### Zoomed window, run 1

Region (4, 70) to (44, 110) µm. Cells in grey, sequential cells in the stronger grey; small squares are vias.
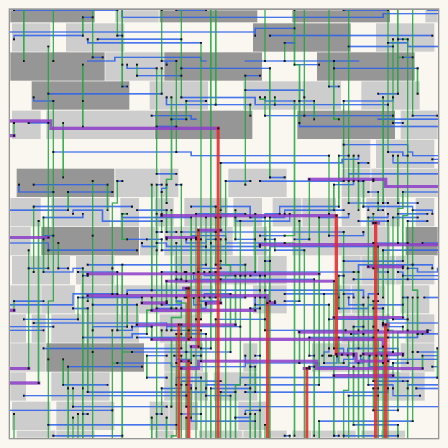
### Clock routing, run 1

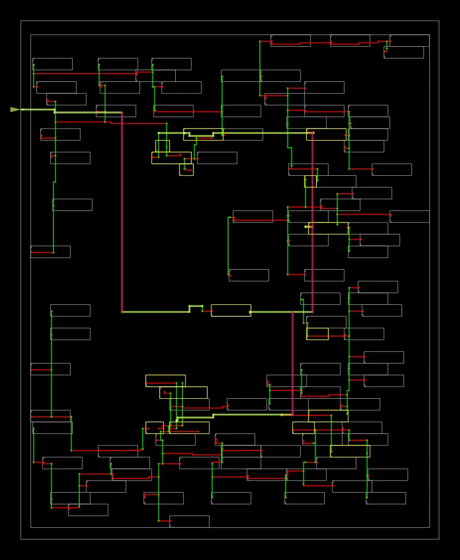
### I/O nets highlighted, run 1

Bar = 20 µm.
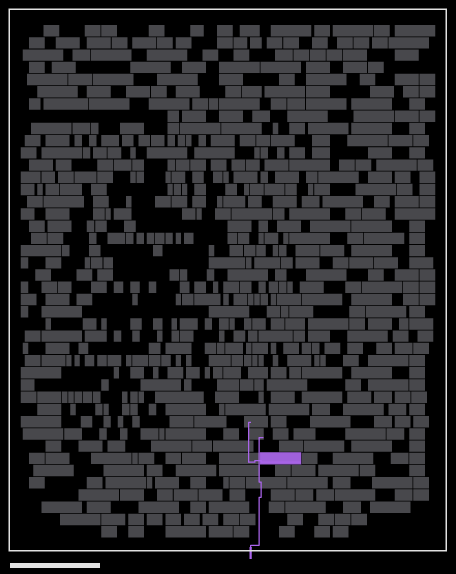
### Sequential cells coloured by netlist name, run 1

Bar = 20 µm.
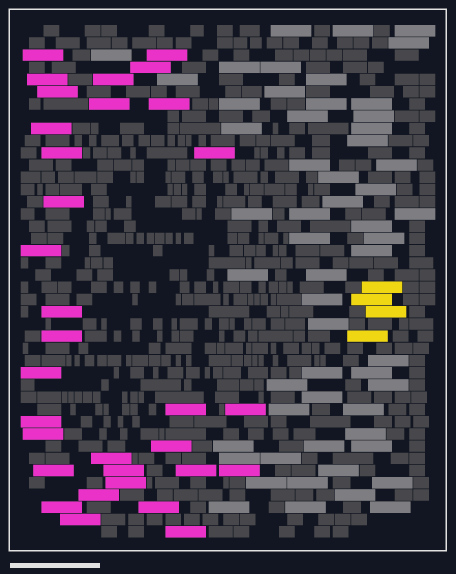
$ cat config.mk
export PLATFORM = sky130hd
export DESIGN_NAME = decode_stage
export DESIGN_NICKNAME = d
export VERILOG_FILES = /design/src/rtl/decode_stage.sv
export SDC_FILE = /design/constraint.sdc
export NUM_CORES = 1
export LEC_CHECK = 0
export ABC_AREA = 0
export ABC_CLOCK_PERIOD_IN_PS = 2450
export CORE_ASPECT_RATIO = 1.25
export CORE_MARGIN = 2
export CORE_UTILIZATION = 47
export DETAILED_ROUTE_END_ITERATION = 12
export GPL_TIMING_DRIVEN = 0
export PLACE_DENSITY = 0.81
export SLEW_MARGIN = 5
export SYNTH_ARGS = -nofsm -noshare
export SYNTH_HDL_FRONTEND = slang
export SYNTH_SLANG_ARGS = --single-unit
$ cat constraint.sdc
create_clock -name clk -period 2.45 [get_ports clk]
set_input_delay 0.6125 -clock clk [delete_from_list [all_inputs] [get_ports clk]]
set_output_delay 0.6125 -clock clk [all_outputs]
set_load 0.02 [all_outputs]
$ cat src/rtl/decode_stage.sv
// ============================================================================
// Module   : decode_stage
// Purpose  : Single-entry decode pipeline register feeding the register file.
// Revision : 1.0
// ============================================================================
`default_nettype none

module decode_stage #(
  parameter int DATA_W  = 32,
  parameter int RADDR_W = 4
) (
  input  logic               clk,
  input  logic               rst,
  input  logic               flush,
  input  logic               in_valid,
  output logic               in_ready,
  input  logic [DATA_W-1:0]  in_instr,
  input  logic [DATA_W-1:0]  in_pc8,
  output logic               out_valid,
  input  logic               out_ready,
  output logic [RADDR_W-1:0] ra1,
  output logic [RADDR_W-1:0] ra2,
  output logic [RADDR_W-1:0] wa3,
  output logic [DATA_W-1:0]  imm_ext,
  output logic [DATA_W-1:0]  pc8,
  output logic [3:0]         cond,
  output logic [3:0]         alu_cmd,
  output logic               set_flags,
  output logic               reg_write,
  output logic               mem_write,
  output logic               mem_to_reg,
  output logic               alu_src_imm,
  output logic               branch,
  output logic               illegal
);

  typedef struct packed {
    logic [RADDR_W-1:0] ra1;
    logic [RADDR_W-1:0] ra2;
    logic [RADDR_W-1:0] wa3;
    logic [DATA_W-1:0]  imm;
    logic [DATA_W-1:0]  pc8;
    logic [3:0]         cond;
    logic [3:0]         alu;
    logic               sf;
    logic               rw;
    logic               mw;
    logic               mtr;
    logic               asi;
    logic               br;
    logic               ill;
  } payload_t;

  payload_t pay_d, pay_q;
  logic     valid_q;

  logic [1:0]          op;
  logic [RADDR_W-1:0]  rn, rd, rm, ra2src;
  logic [DATA_W-1:0]   imm8z;
  logic [2*DATA_W-1:0] rot_w;
  logic                uses_ra1, uses_ra2, hazard, accept;

  assign op     = in_instr[27:26];
  assign rn     = RADDR_W'(in_instr[19:16]);
  assign rd     = RADDR_W'(in_instr[15:12]);
  assign rm     = RADDR_W'(in_instr[3:0]);
  assign imm8z  = {{(DATA_W-8){1'b0}}, in_instr[7:0]};
  assign rot_w  = {imm8z, imm8z} >> {in_instr[11:8], 1'b0};
  assign ra2src = (op == 2'b01) ? rd : rm;

  assign uses_ra1 = ((op == 2'b00) && (in_instr[24:21] != 4'b1101) && (in_instr[24:21] != 4'b1111))
                  || (op == 2'b01);
  assign uses_ra2 = ((op == 2'b00) && !in_instr[25]) || ((op == 2'b01) && !in_instr[20]);

  // Load-use interlock against the load currently held in this stage.
  assign hazard = valid_q && pay_q.mtr &&
                  ((uses_ra1 && (rn == pay_q.wa3)) || (uses_ra2 && (ra2src == pay_q.wa3)));

  assign in_ready = !flush && (!valid_q || out_ready) && !hazard;
  assign accept   = in_valid && in_ready;

  always_comb begin
    pay_d      = '0;
    pay_d.pc8  = in_pc8;
    pay_d.cond = in_instr[31:28];
    case (op)
      2'b00: begin
        pay_d.ra1 = rn;
        pay_d.ra2 = rm;
        pay_d.wa3 = rd;
        pay_d.alu = in_instr[24:21];
        pay_d.sf  = in_instr[20];
        pay_d.rw  = 1'b1;
        pay_d.asi = in_instr[25];
        if (in_instr[24:23] == 2'b10) begin
          pay_d.rw = 1'b0;
          pay_d.sf = 1'b1;
        end
        if (in_instr[25]) begin
          pay_d.imm = rot_w[DATA_W-1:0];
        end else if (in_instr[11:4] != 8'h00) begin
          pay_d.ill = 1'b1;
        end
      end
      2'b01: begin
        pay_d.ill = in_instr[25] || !in_instr[24] || in_instr[21] || in_instr[22];
        pay_d.ra1 = rn;
        pay_d.ra2 = rd;
        pay_d.wa3 = rd;
        pay_d.imm = {{(DATA_W-12){1'b0}}, in_instr[11:0]};
        pay_d.asi = 1'b1;
        pay_d.alu = in_instr[23] ? 4'b0100 : 4'b0010;
        if (in_instr[20]) begin
          pay_d.rw  = 1'b1;
          pay_d.mtr = 1'b1;
        end else begin
          pay_d.mw  = 1'b1;
        end
      end
      2'b10: begin
        if (in_instr[25] && !in_instr[24]) begin
          pay_d.ra1 = '1;
          pay_d.imm = {{(DATA_W-26){in_instr[23]}}, in_instr[23:0], 2'b00};
          pay_d.alu = 4'b0100;
          pay_d.asi = 1'b1;
          pay_d.br  = 1'b1;
        end else begin
          pay_d.ill = 1'b1;
        end
      end
      default: pay_d.ill = 1'b1;
    endcase
    // The NV condition space (cond=1111) holds no supported encodings.
    if (in_instr[31:28] == 4'hF) pay_d.ill = 1'b1;
    if (pay_d.ill) begin
      pay_d.rw  = 1'b0;
      pay_d.mw  = 1'b0;
      pay_d.mtr = 1'b0;
      pay_d.br  = 1'b0;
      pay_d.sf  = 1'b0;
    end
  end

  always_ff @(posedge clk or negedge rst) begin
    if (!rst) begin
      valid_q <= 1'b0;
      pay_q   <= '0;
    end else if (flush) begin
      valid_q <= 1'b0;
    end else if (accept) begin
      valid_q <= 1'b1;
      pay_q   <= pay_d;
    end else if (out_ready || !valid_q) begin
      valid_q <= 1'b0;
    end
  end

  assign out_valid   = valid_q;
  assign ra1         = pay_q.ra1;
  assign ra2         = pay_q.ra2;
  assign wa3         = pay_q.wa3;
  assign imm_ext     = pay_q.imm;
  assign pc8         = pay_q.pc8;
  assign cond        = pay_q.cond;
  assign alu_cmd     = pay_q.alu;
  assign set_flags   = pay_q.sf;
  assign reg_write   = pay_q.rw;
  assign mem_write   = pay_q.mw;
  assign mem_to_reg  = pay_q.mtr;
  assign alu_src_imm = pay_q.asi;
  assign branch      = pay_q.br;
  assign illegal     = pay_q.ill;

endmodule

`default_nettype wire

==> reports/metrics.yaml, run 1 <==
outcome:
  run_status: "complete, no violations"
global_route:
  grt.met2_usage_pct: 45.6
worst_setup_path:
  rr_worst_depth: 8
  r2r-end: "cond[3]$_DFFE_PN0P_"
  critPathCapture: "in_ready"
  cp-start-kind: "input port"
placement:
  dpl_cell_area_mm2: 0.00683
  hpwlAfterDp_mm: 11.6
cells_and_area:
  layout.nets: 663
  final_cells: 731
synth:
  syn_area_per_cell_um2: 12.2
  ff_type: "dfrtp_1"
  yosys_warnings: 0
pwr:
  p_seq_share_pct: 38.5
  p_clk_share_pct: 30.6
  p_leak_nw: 3.22
  power_switching_share_pct: 29.8
  comb_power_share_pct: 31.0
timing:
  relSlewSlack_pct: 57.6
  clock.fmax_ghz: 0.409
  fin_crit_sh_pct: 99.9
  worstMarginPinSlew_ps: 618
  worst_slack_ps: 2.74
clocking:
  post-cts-setup-buffers: 8
  cts.repair.resized: 47
  cts-root-buf: "clkbuf_16"
detailed_routing:
  drtAntennaViolNets: 0
die:
  die_h_um: 120
## Picture notes: 'Zoomed window'
Red marks met4. Green marks met2. Blue marks met1. Purple marks met3.
89 logic cells have their middle in the window. Netlist names of flops here include imm_ext (9), ra2 (1). Sequential cells in the window: 10. Most frequent: mux2_4 (12), dfrtp_1 (10), o21ai_0 (9).

## Picture notes: 'Clock routing'
CLK BUF: 11
CTS sink cnt: 92
worst skew pair latency: 340 ps
Worst Skew: 5.73 ps
power in the clock group: 0.00146 W

## Picture notes: 'I/O nets highlighted'
Purple marks mem_write, direction output, edge south, end cells 1, buffers 1, wire 49.8 µm.
Port Buffer Count: 156
IO Pins: 162

## Picture notes: 'Sequential cells coloured by netlist name'
Magenta marks imm_ext, flops 32. Yellow marks cond, flops 4, where east.
seq pwr: 0.00184 W
post-layout util: 69.4%

## run 1: synthesized netlist by cell type, drive strengths merged, types with 2 or more instances
library cell and count:
inv 17, o22ai 2, buf 15, nand2 22, a21o 2, a22oi 6, nor3 7, a211oi 3
o221ai 2, nor2b 8, xor2 2, a221o 2, and3b 2, mux2 89, nand2b 6, or2 2
o21ai 27, nand4 2, a32oi 2, nand3 4, nor3b 4, dfrtp 92, xnor2 5, nor2 18
nand3b 5, a22o 3, a31oi 2, mux2i 20, o31ai 2, clkbuf 14, a222oi 5, a21oi 7
nor4 6
## run 1: routing by layer
metal,vias up,share of wire [%]
li1,1870,-
met1,2021,40
met2,202,50
met3,32,6.8
met4,0,3.1
met5,-,0
## run 1: cells by family (layout without fill, tap and decap cells)
family / after synthesis / after routing / synth area share, %
buf+inv: 46 / 228 / 4.95
simple gates: 92 / 92 / 9.91
mux: 109 / 109 / 29.1
xor+xnor: 7 / 7 / 1.21
compound gates: 71 / 71 / 9.51
flops: 92 / 92 / 45.3
## run 1: critical path, cell delays in order
cell and delay, ps:
buf_4 140, nor3b_2 270, a211oi_2 100, nor4_4 360, a31oi_2 160, buf_4 190
## run 1: power by group through the flow
stage | Sequential, W | Clock (W) | Combinational [W]
floorplan | 0.00210 | 0 | 0.000508
global placement | 0.00186 | 0 | 0.00143
detailed placement | 0.00187 | 0 | 0.00144
CTS | 0.00184 | 0.00150 | 0.00147
global route | 0.00187 | 0.00156 | 0.00156
finish | 0.00184 | 0.00146 | 0.00148
## run 1: layout make-up
type / count / area, µm²
Buffer: 29 / 225
Tap cell: 132 / 165
Clock buffer: 11 / 253
Sequential cell: 92 / 2300
Multi-Input combinational cell: 279 / 2630
Inverter: 17 / 63.8
Clock inverter: 5 / 66.3
Fill cell: 803 / 3240
Timing Repair Buffer: 166 / 1620
### Wiring by layer, run 1

Two of the layers only.
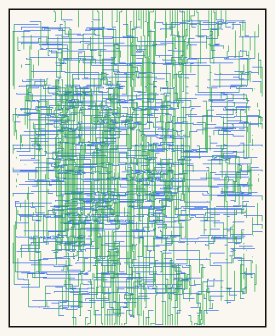

--- run 2 (diff from run 1) ---
--- a/config.mk
+++ b/config.mk
@@ -7,7 +7,7 @@
 export LEC_CHECK = 0
 export ABC_AREA = 0
 export ABC_CLOCK_PERIOD_IN_PS = 2450
-export CORE_ASPECT_RATIO = 1.25
+export CORE_ASPECT_RATIO = 0.8
 export CORE_MARGIN = 2
 export CORE_UTILIZATION = 47
 export DETAILED_ROUTE_END_ITERATION = 12
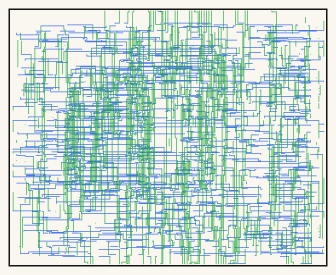
*Wiring by layer, run 2*
Two of the layers only.
Blue marks met1, wire length 6830 µm. Green marks met2, wire length 7380 µm.

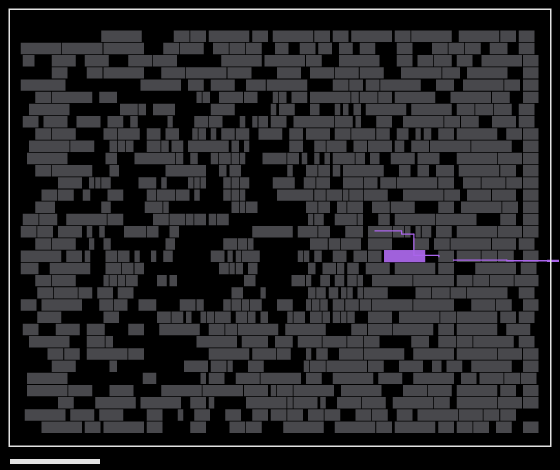
*I/O nets highlighted, run 2*
Bar = 20 µm.
Purple marks mem_write, direction output, edge east, end cells 1, buffers 1, wire 41.3 µm.

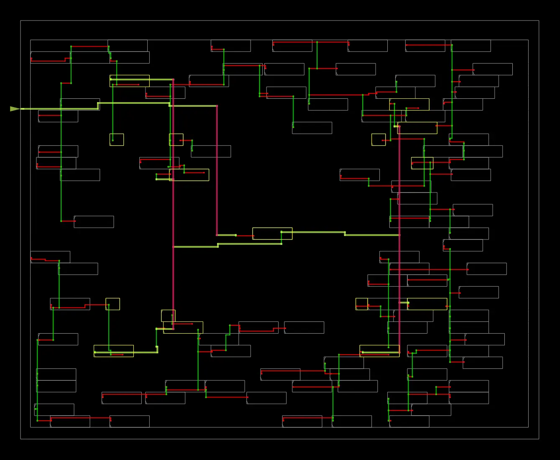
*Clock routing, run 2*
Worst Skew: 5.91 ps
sequential cells: 92

==> run 2 against run 1 <==
Net effect: the run now ends with negative setup slack left; combinational power hardly changed; clock skew hardly changed; critical path depth did not move; sequential share of layout area about the same; critical path type unchanged; worst setup slack worse by 33 ps; worst hold slack worse by 18 ps; maximum frequency decreased by 1.3%; clock power fell by 5%; die area did not move; sequential power about the same; critical endpoint unchanged.
==> reports/metrics.yaml, run 2 <==
timing:
  worst_slack_ps: -30.7  # -33.5 ps
  clock.fmax_ghz: 0.403  # -1.3%
  finalSetupViolCount: 2
detailed_routing:
  top_layer_used: "met5"
  drtAntennaViolNets: 0  # unchanged
  route.met2.wl_mm: 7.38  # -5.3%
synth:
  ff_type: "dfrtp_1"
  yosys_warnings: 0  # unchanged
  synth.logic.top_family: "multiplexers"
  synthMuxAreaShare_pct: 29.1  # unchanged
  simple_gate_share_pct: 9.91  # unchanged
  syn_area_per_cell_um2: 12.2  # unchanged
  xor_area_share_pct: 1.21  # unchanged
cells_and_area:
  utilization_pct: 70.7  # +1.3 points
  layout.nets: 669  # +0.90%
  final_cells: 745  # +1.9%
placement:
  dpl_cell_area_mm2: 0.00684  # +0.15%
  port_buffers: 156  # unchanged
  hpwlAfterDp_mm: 11.8  # +1.6%
outcome:
  violations: "negative setup slack"
  run_status: "complete, but fails checks"
worst_setup_path:
  r2r-end: "imm_ext[9]$_DFFE_PN0P_"
  rr_worst_depth: 8  # unchanged
  cp-start-kind: "input port"
die:
  num_io_pins: 162  # unchanged
  die_h_um: 97.0  # -19%
[run 2: cell families (layout without fill, tap and decap cells)]
kind of cell / count (synthesis) / in the layout
simple gates: 92 / 92
flops: 92 / 92
compound gates: 71 / 71
mux: 109 / 109
xor+xnor: 7 / 7
buf+inv: 46 / 234
[run 2: power by group]
| group | switching, W | leakage [nW] | internal, W | total, W |
|---|---|---|---|---|
| Combinational | 0.000695 | 1.90 | 0.000795 | 0.00149 |
| Sequential | 0.000125 | 1.17 | 0.00172 | 0.00184 |
| Clock | 0.000646 | 0.140 | 0.000733 | 0.00138 |
| Total | 0.00147 | 3.21 | 0.00324 | 0.00471 |
[run 2: how the worst max path moves through the flow]
stage | startpoint | to | slack, ps | depth (start not counted)
after floorplan | in_instr[26] | alu_cmd[1]$_DFFE_PN0P_ | 30 | 9
after global placement | rst | pc8[4]$_DFFE_PN0P_ | -2410 | 1
after detailed placement | in_instr[25] | imm_ext[27]$_DFFE_PN0P_ | -1010 | 8
after CTS | in_instr[16] | in_ready | 20 | 6
after global routing | in_instr[17] | in_ready | -90 | 6
final | in_instr[16] | in_ready | -30 | 6
[run 2: area by class of cell]
cell class / instances / area [µm²]
fillers: 747 / 3040
flip-flops and latches: 92 / 2300
inverters: 17 / 63.8
multi-input cells: 279 / 2600
clock inverters: 6 / 51.3
clock buffers: 10 / 239
well taps: 140 / 175
plain buffers: 29 / 213
repair buffers: 172 / 1690
[run 2: repair_timing]
item,4_1_cts,5_1_grt
pin swaps,7,4
buffers inserted,14,1
setup endpoints to repair,92,75
resized,52,15
[run 2: critical path, cell delays in order]
cell and delay [ps]:
clkdlybuf4s50_1 460, xnor2_1 210, nand4_1 150, o21ai_2 180
a31oi_1 60, buf_4 180
Power is estimated from default activity; no workload was simulated.
